<file path="config.mk">
export PLATFORM = sky130hd
export DESIGN_NAME = center_mat_stream
export DESIGN_NICKNAME = d
export VERILOG_FILES = /design/src/rtl/center_mat_stream.sv
export SDC_FILE = /design/constraint.sdc
export NUM_CORES = 2
export LEC_CHECK = 0
export ABC_CLOCK_PERIOD_IN_PS = 6000
export CAP_MARGIN = 20
export CORE_MARGIN = 8
export CORE_UTILIZATION = 63
export DETAILED_ROUTE_END_ITERATION = 10
export PLACE_DENSITY = 0.8
export RECOVER_POWER = 50
export SYNTH_ARGS = -nofsm -noshare
export SYNTH_HDL_FRONTEND = slang
export SYNTH_SLANG_ARGS = --single-unit
export TNS_END_PERCENT = 10
</file>
<file path="constraint.sdc">
create_clock -name clk -period 6 [get_ports clk]
set_clock_uncertainty 0.1 [all_clocks]
set_input_delay 0.9 -clock clk [delete_from_list [all_inputs] [get_ports clk]]
set_output_delay 0.9 -clock clk [all_outputs]
set_load 0.02 [all_outputs]
</file>
<file path="src/rtl/center_mat_stream.sv">
`default_nettype none
// ---------------------------------------------------------------------------
// center_mat_stream: buffers a SIZE_A x SIZE_B frame, computes each row mean,
// then replays the frame with the row mean subtracted (saturated).  Rev 1.0
// ---------------------------------------------------------------------------
module center_mat_stream #(
  parameter  int SIZE_A = 8,
  parameter  int SIZE_B = 8,
  parameter  int DATA_W = 32,
  localparam int ROW_W  = (SIZE_A > 1) ? $clog2(SIZE_A) : 1
) (
  input  logic              clk,
  input  logic              rst,
  input  logic              in_valid,
  output logic              in_ready,
  input  logic [DATA_W-1:0] in_data,
  output logic              out_valid,
  input  logic              out_ready,
  output logic [DATA_W-1:0] out_data,
  output logic [DATA_W-1:0] out_mean,
  output logic [ROW_W-1:0]  out_row,
  output logic              out_last
);
  localparam int N      = SIZE_A * SIZE_B;
  localparam int ADDR_W = (N > 1) ? $clog2(N) : 1;
  localparam int COL_W  = (SIZE_B > 1) ? $clog2(SIZE_B) : 1;
  localparam logic signed [63:0]       DIVISOR   = 64'(SIZE_B);
  localparam logic [ADDR_W-1:0]        ADDR_LAST = ADDR_W'(N - 1);
  localparam logic [COL_W-1:0]         COL_LAST  = COL_W'(SIZE_B - 1);
  localparam logic [ROW_W-1:0]         ROW_LAST  = ROW_W'(SIZE_A - 1);
  localparam logic signed [DATA_W-1:0] SAT_MAX   = {1'b0, {(DATA_W-1){1'b1}}};
  localparam logic signed [DATA_W-1:0] SAT_MIN   = {1'b1, {(DATA_W-1){1'b0}}};

  typedef enum logic [1:0] {
    ST_LOAD  = 2'd0,
    ST_MEAN  = 2'd1,
    ST_DRAIN = 2'd2
  } state_t;

  state_t                   state_q, state_d;
  logic [ADDR_W-1:0]        addr_q, addr_d;
  logic [ROW_W-1:0]         row_q, row_d;
  logic [COL_W-1:0]         col_q, col_d;
  logic                     done_q, done_d;
  logic                     out_valid_q, out_valid_d;
  logic                     out_last_q, out_last_d;
  logic [DATA_W-1:0]        out_data_q, out_data_d;
  logic [DATA_W-1:0]        out_mean_q, out_mean_d;
  logic [ROW_W-1:0]         out_row_q, out_row_d;
  logic signed [63:0]       sum_q   [SIZE_A];
  logic signed [63:0]       sum_d   [SIZE_A];
  logic signed [DATA_W-1:0] mean_q  [SIZE_A];
  logic signed [DATA_W-1:0] mean_d  [SIZE_A];
  logic signed [DATA_W-1:0] frame_q [N];
  logic signed [DATA_W-1:0] frame_d [N];
  logic signed [DATA_W:0]   diff;
  logic [DATA_W-1:0]        centred;
  logic                     load;

  always_comb begin
    state_d     = state_q;
    addr_d      = addr_q;
    row_d       = row_q;
    col_d       = col_q;
    done_d      = done_q;
    out_valid_d = out_valid_q;
    out_last_d  = out_last_q;
    out_data_d  = out_data_q;
    out_mean_d  = out_mean_q;
    out_row_d   = out_row_q;
    sum_d       = sum_q;
    mean_d      = mean_q;
    frame_d     = frame_q;
    load        = 1'b0;
    in_ready    = (state_q == ST_LOAD);

    // One extra bit of headroom so the subtraction itself cannot wrap.
    diff = {frame_q[addr_q][DATA_W-1], frame_q[addr_q]}
         - {mean_q[row_q][DATA_W-1], mean_q[row_q]};
    if (diff[DATA_W] != diff[DATA_W-1]) begin
      centred = diff[DATA_W] ? SAT_MIN : SAT_MAX;
    end else begin
      centred = diff[DATA_W-1:0];
    end

    case (state_q)
      ST_LOAD: begin
        if (in_valid) begin
          frame_d[addr_q] = in_data;
          sum_d[row_q]    = sum_q[row_q] + {{(64-DATA_W){in_data[DATA_W-1]}}, in_data};
          addr_d          = addr_q + ADDR_W'(1);
          if (col_q == COL_LAST) begin
            col_d = '0;
            row_d = row_q + ROW_W'(1);
          end else begin
            col_d = col_q + COL_W'(1);
          end
          if (addr_q == ADDR_LAST) begin
            state_d = ST_MEAN;
            addr_d  = '0;
            row_d   = '0;
            col_d   = '0;
          end
        end
      end
      ST_MEAN: begin
        mean_d[row_q] = DATA_W'(sum_q[row_q] / DIVISOR);
        if (row_q == ROW_LAST) begin
          row_d   = '0;
          state_d = ST_DRAIN;
        end else begin
          row_d = row_q + ROW_W'(1);
        end
      end
      ST_DRAIN: begin
        // Output register refills whenever it is empty or being consumed.
        load = !done_q && (!out_valid_q || out_ready);
        if (load) begin
          out_valid_d = 1'b1;
          out_data_d  = centred;
          out_mean_d  = mean_q[row_q];
          out_row_d   = row_q;
          out_last_d  = (addr_q == ADDR_LAST);
          addr_d      = addr_q + ADDR_W'(1);
          if (col_q == COL_LAST) begin
            col_d = '0;
            row_d = row_q + ROW_W'(1);
          end else begin
            col_d = col_q + COL_W'(1);
          end
          if (addr_q == ADDR_LAST) begin
            done_d = 1'b1;
            addr_d = '0;
            row_d  = '0;
            col_d  = '0;
          end
        end else if (out_valid_q && out_ready) begin
          out_valid_d = 1'b0;
        end
        if (out_valid_q && out_ready && out_last_q) begin
          state_d     = ST_LOAD;
          addr_d      = '0;
          row_d       = '0;
          col_d       = '0;
          done_d      = 1'b0;
          out_valid_d = 1'b0;
          out_last_d  = 1'b0;
          sum_d       = '{default: '0};
        end
      end
      default: state_d = ST_LOAD;
    endcase
  end

  always_ff @(posedge clk) begin
    if (rst) begin
      state_q     <= ST_LOAD;
      addr_q      <= '0;
      row_q       <= '0;
      col_q       <= '0;
      done_q      <= 1'b0;
      out_valid_q <= 1'b0;
      out_last_q  <= 1'b0;
      out_data_q  <= '0;
      out_mean_q  <= '0;
      out_row_q   <= '0;
      sum_q       <= '{default: '0};
      mean_q      <= '{default: '0};
    end else begin
      state_q     <= state_d;
      addr_q      <= addr_d;
      row_q       <= row_d;
      col_q       <= col_d;
      done_q      <= done_d;
      out_valid_q <= out_valid_d;
      out_last_q  <= out_last_d;
      out_data_q  <= out_data_d;
      out_mean_q  <= out_mean_d;
      out_row_q   <= out_row_d;
      sum_q       <= sum_d;
      mean_q      <= mean_d;
    end
  end

  always_ff @(posedge clk) begin
    frame_q <= frame_d;
  end

  assign out_valid = out_valid_q;
  assign out_data  = out_data_q;
  assign out_mean  = out_mean_q;
  assign out_row   = out_row_q;
  assign out_last  = out_last_q;

endmodule
`default_nettype wire

</file>
==> images/final_congestion.png <==
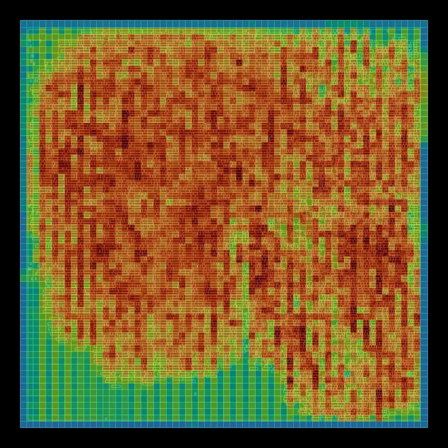
Global Route met2 Usage: 56.8%
drt wl/cell: 33.3 um
GR peak layer: met2
fin util: 72.1%
grt met1 use: 46.1%

==> images/density.png <==
22 x 22 tiles, from black (low) to pale yellow (high), 0 to 100% covered.
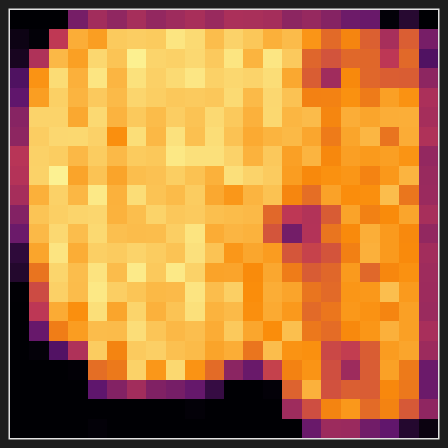
tiles over 75% full: 56%
nearly empty tiles: 11%
mean over tiles: 65%
emptiest ninth of the die: south-west

==> images/registers.png <==
Other sequential cells in the stronger gray, the rest of the logic in the fainter gray.
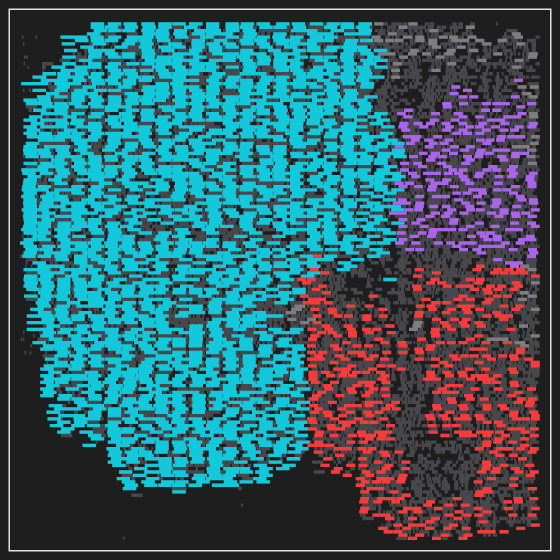
[frame_q] cyan | placed flops: 2048
[sum_q] red | placed flops: 512
[mean_q] purple | placed flops: 256
not colored: 84

==> images/cell_classes.png <==
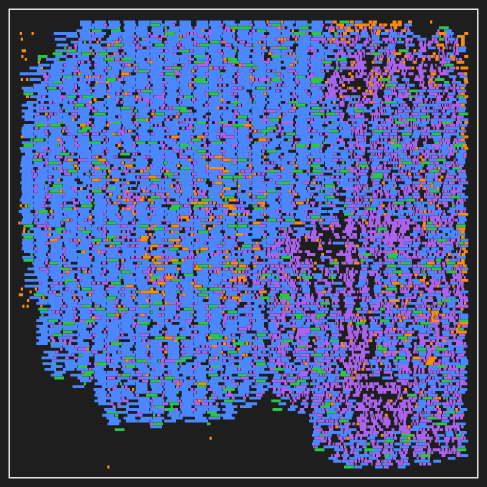
[other buffers and delay cells] orange | cells: 593
[clock drivers and dummy loads] green | cells: 509
[all other logic] purple | cells: 5164
[flip-flops] blue | cells: 2900

==> impl_metrics.yaml <==
# yosys + openroad results
pwr:
  comb-power_mw: 4.25
  switching_share_pct: 24.2
  p_clk_mw: 18.0
  seqPwrFrac_pct: 49.3
  p_int_mw: 33.2
  peakVddDrop_mv: 0.286
  p_leak_nw: 42.0
  p_seq_mw: 21.6
  report.power.total_mw: 43.8
  power.switching_mw: 10.6
  clockPowerShare_pct: 41.0
  maxPowerGroup: "registers"
  combPwrFrac_pct: 9.7
  p_per_area_mw_per_mm2: 336
global_route:
  grt_max_degree: 225
  overflow: 0
  grt_pass1_wl_um: 553000
  grt_util_met3_pct: 13.6
  grt_util_all_layers_pct: 37.5
  antenna_found_initial: 31
  grt_pass1_vias: 82900
floorplan:
  fp_util_pct: 63.4
  ios: 106
  num_rows: 156
  core-area_mm2: 0.181
  die-area_mm2: 0.196
  fp.dieW_um: 443
layout:
  area_growth_pct: 13.6
  finalNonFillerCells: 11600
  final_nets: 9099
  layout-drive-gt1-share_pct: 11.7
  logic_area_mm2: 0.0339
  n_antenna_cell: 14
  seqCellArea_mm2: 0.0786
  nonClkBufAreaFrac_pct: 4.03
  regMostFlops: "frame_q"
  sh_comb_area_pct: 26.1
  n_clock_buffer: 380
  fillers: 10900
  flop-count: 2900
  seq-cell-share_pct: 60.3
  reg_top3: "frame_q (2048), sum_q (512), mean_q (256)"
  clock_area_share_pct: 7.11
  inverters: 58
  finalInstanceArea_mm2: 0.130
  largest_reg_flops: 2048
  lay_top_cells: "edfxtp_1, a22oi_1, dfxtp_1"
  final_common_cell: "edfxtp_1"
  logic_gate_count: 5106
cts:
  cts-root-buf: "clkbuf_16"
  tritoncts: "built"
  ctsResizeCount: 10
  cts_buffers: 296
  clk_latency_ns: 0.97
  clkTransAtPathRegs_ns: 0.07
  clock-sinks: 2900
  hold_buffers: 0
  postCtsSetupBuffers: 4
  cts_buffer_depth: 4
  h-tree-depth: 5
place:
  port_buffers: 105
  dp_hpwl_um: 225000
  gp_congestion: 0.954
  pre_cts_slack_ns: -0.229
  dpl.cell_count: 11000
drt:
  drt_first_pass_iters: 9
  drt_wl_total_um: 385000
  vias: 85800
  wl_met2_um: 169000
  routed.top_layer: "met5"
  m1WireLength_um: 124000
  ant_nets: 0
  first_iter_violations: 14900
  dr_wl_met3_um: 62700
  vias_per_cell: 7.43
hold_path:
  hold_end: "mean_q[55]"
  hold_path_depth: 2
  min_path_type: "register to register"
  min_from: "mean_q[55]"
yosys:
  yosys.cell_types.count: 109
  ys_seq_share_pct: 68.5
  topCombFamilyByArea: "AND-OR/OR-AND gates"
  synth-edff-count: 2048
  synth_xor_xnor_area_share_pct: 0.873
  syn_nets: 8886
  ys_chip_area_mm2: 0.115
  ys_sh_adder_pct: 1.19
  mux_share_pct: 1.15
  topCellsByArea: "edfxtp_1, dfxtp_1, a22oi_1, nand2_1, a221oi_1"
  aoi_share_pct: 18.0
  synth.most_common_cell: "edfxtp_1"
  simple_gate_share_pct: 7.74
  post-synth-top-area-cell: "edfxtp_1"
  ys_async_sr_fraction_pct: 0
  top_cells_by_count: "edfxtp_1, a22oi_1, dfxtp_1, nand2_1, nor2_1"
  postSynthAreaPerCell_um2: 13.1
  synth_top_area_share_pct: 53.7
  synth_flops: 2900
  ff_type: "edfxtp_1"
  yosys-stat-cells: 8742
  syn_area_mm2: 0.115
final_timing:
  hold_viol_final: 0
  max_freq_mhz: 165
  worstMarginPinSlew_ns: 3.49
  slew_headroom_pct: -133
  fin_ws_ns: -0.0597
  fin_crit_sh_pct: 101
  final-setup-viol-count: 16
  setup_tns_ns: -0.574
  whs_ns: 0.354
  finalMaxSlewViolations: 2254
  fin_crit_ns: 6.06
worst_setup_path:
  r2r_cells: 7
  critPathMaxStageDelay_ns: 2.30
  rr_endpoint: "frame_q[516]"
  crit_path_start_kind: "register"
  r2r-start: "state_q[0]"
  critical-path-top-delay-family: "simple AND/OR/NAND/NOR gates"
  cp_max_fo: 18
  crit_type: "register to register"
  ff2ff_setup_slack_ns: -0.06
  cp_slowest_cell: "nor2_1"
  crit_end: "frame_q[516]"
  startpoint: "state_q[0]"
  end_kind: "register"
  cp.arrival_ns: 6.59
  required_ns: 6.53
flow_run:
  cap_violations: 55
run_status:
  status: "complete, but fails checks"
  violations: "capacitance limit, slew limit, setup timing"
Power is estimated from default activity; no workload was simulated.
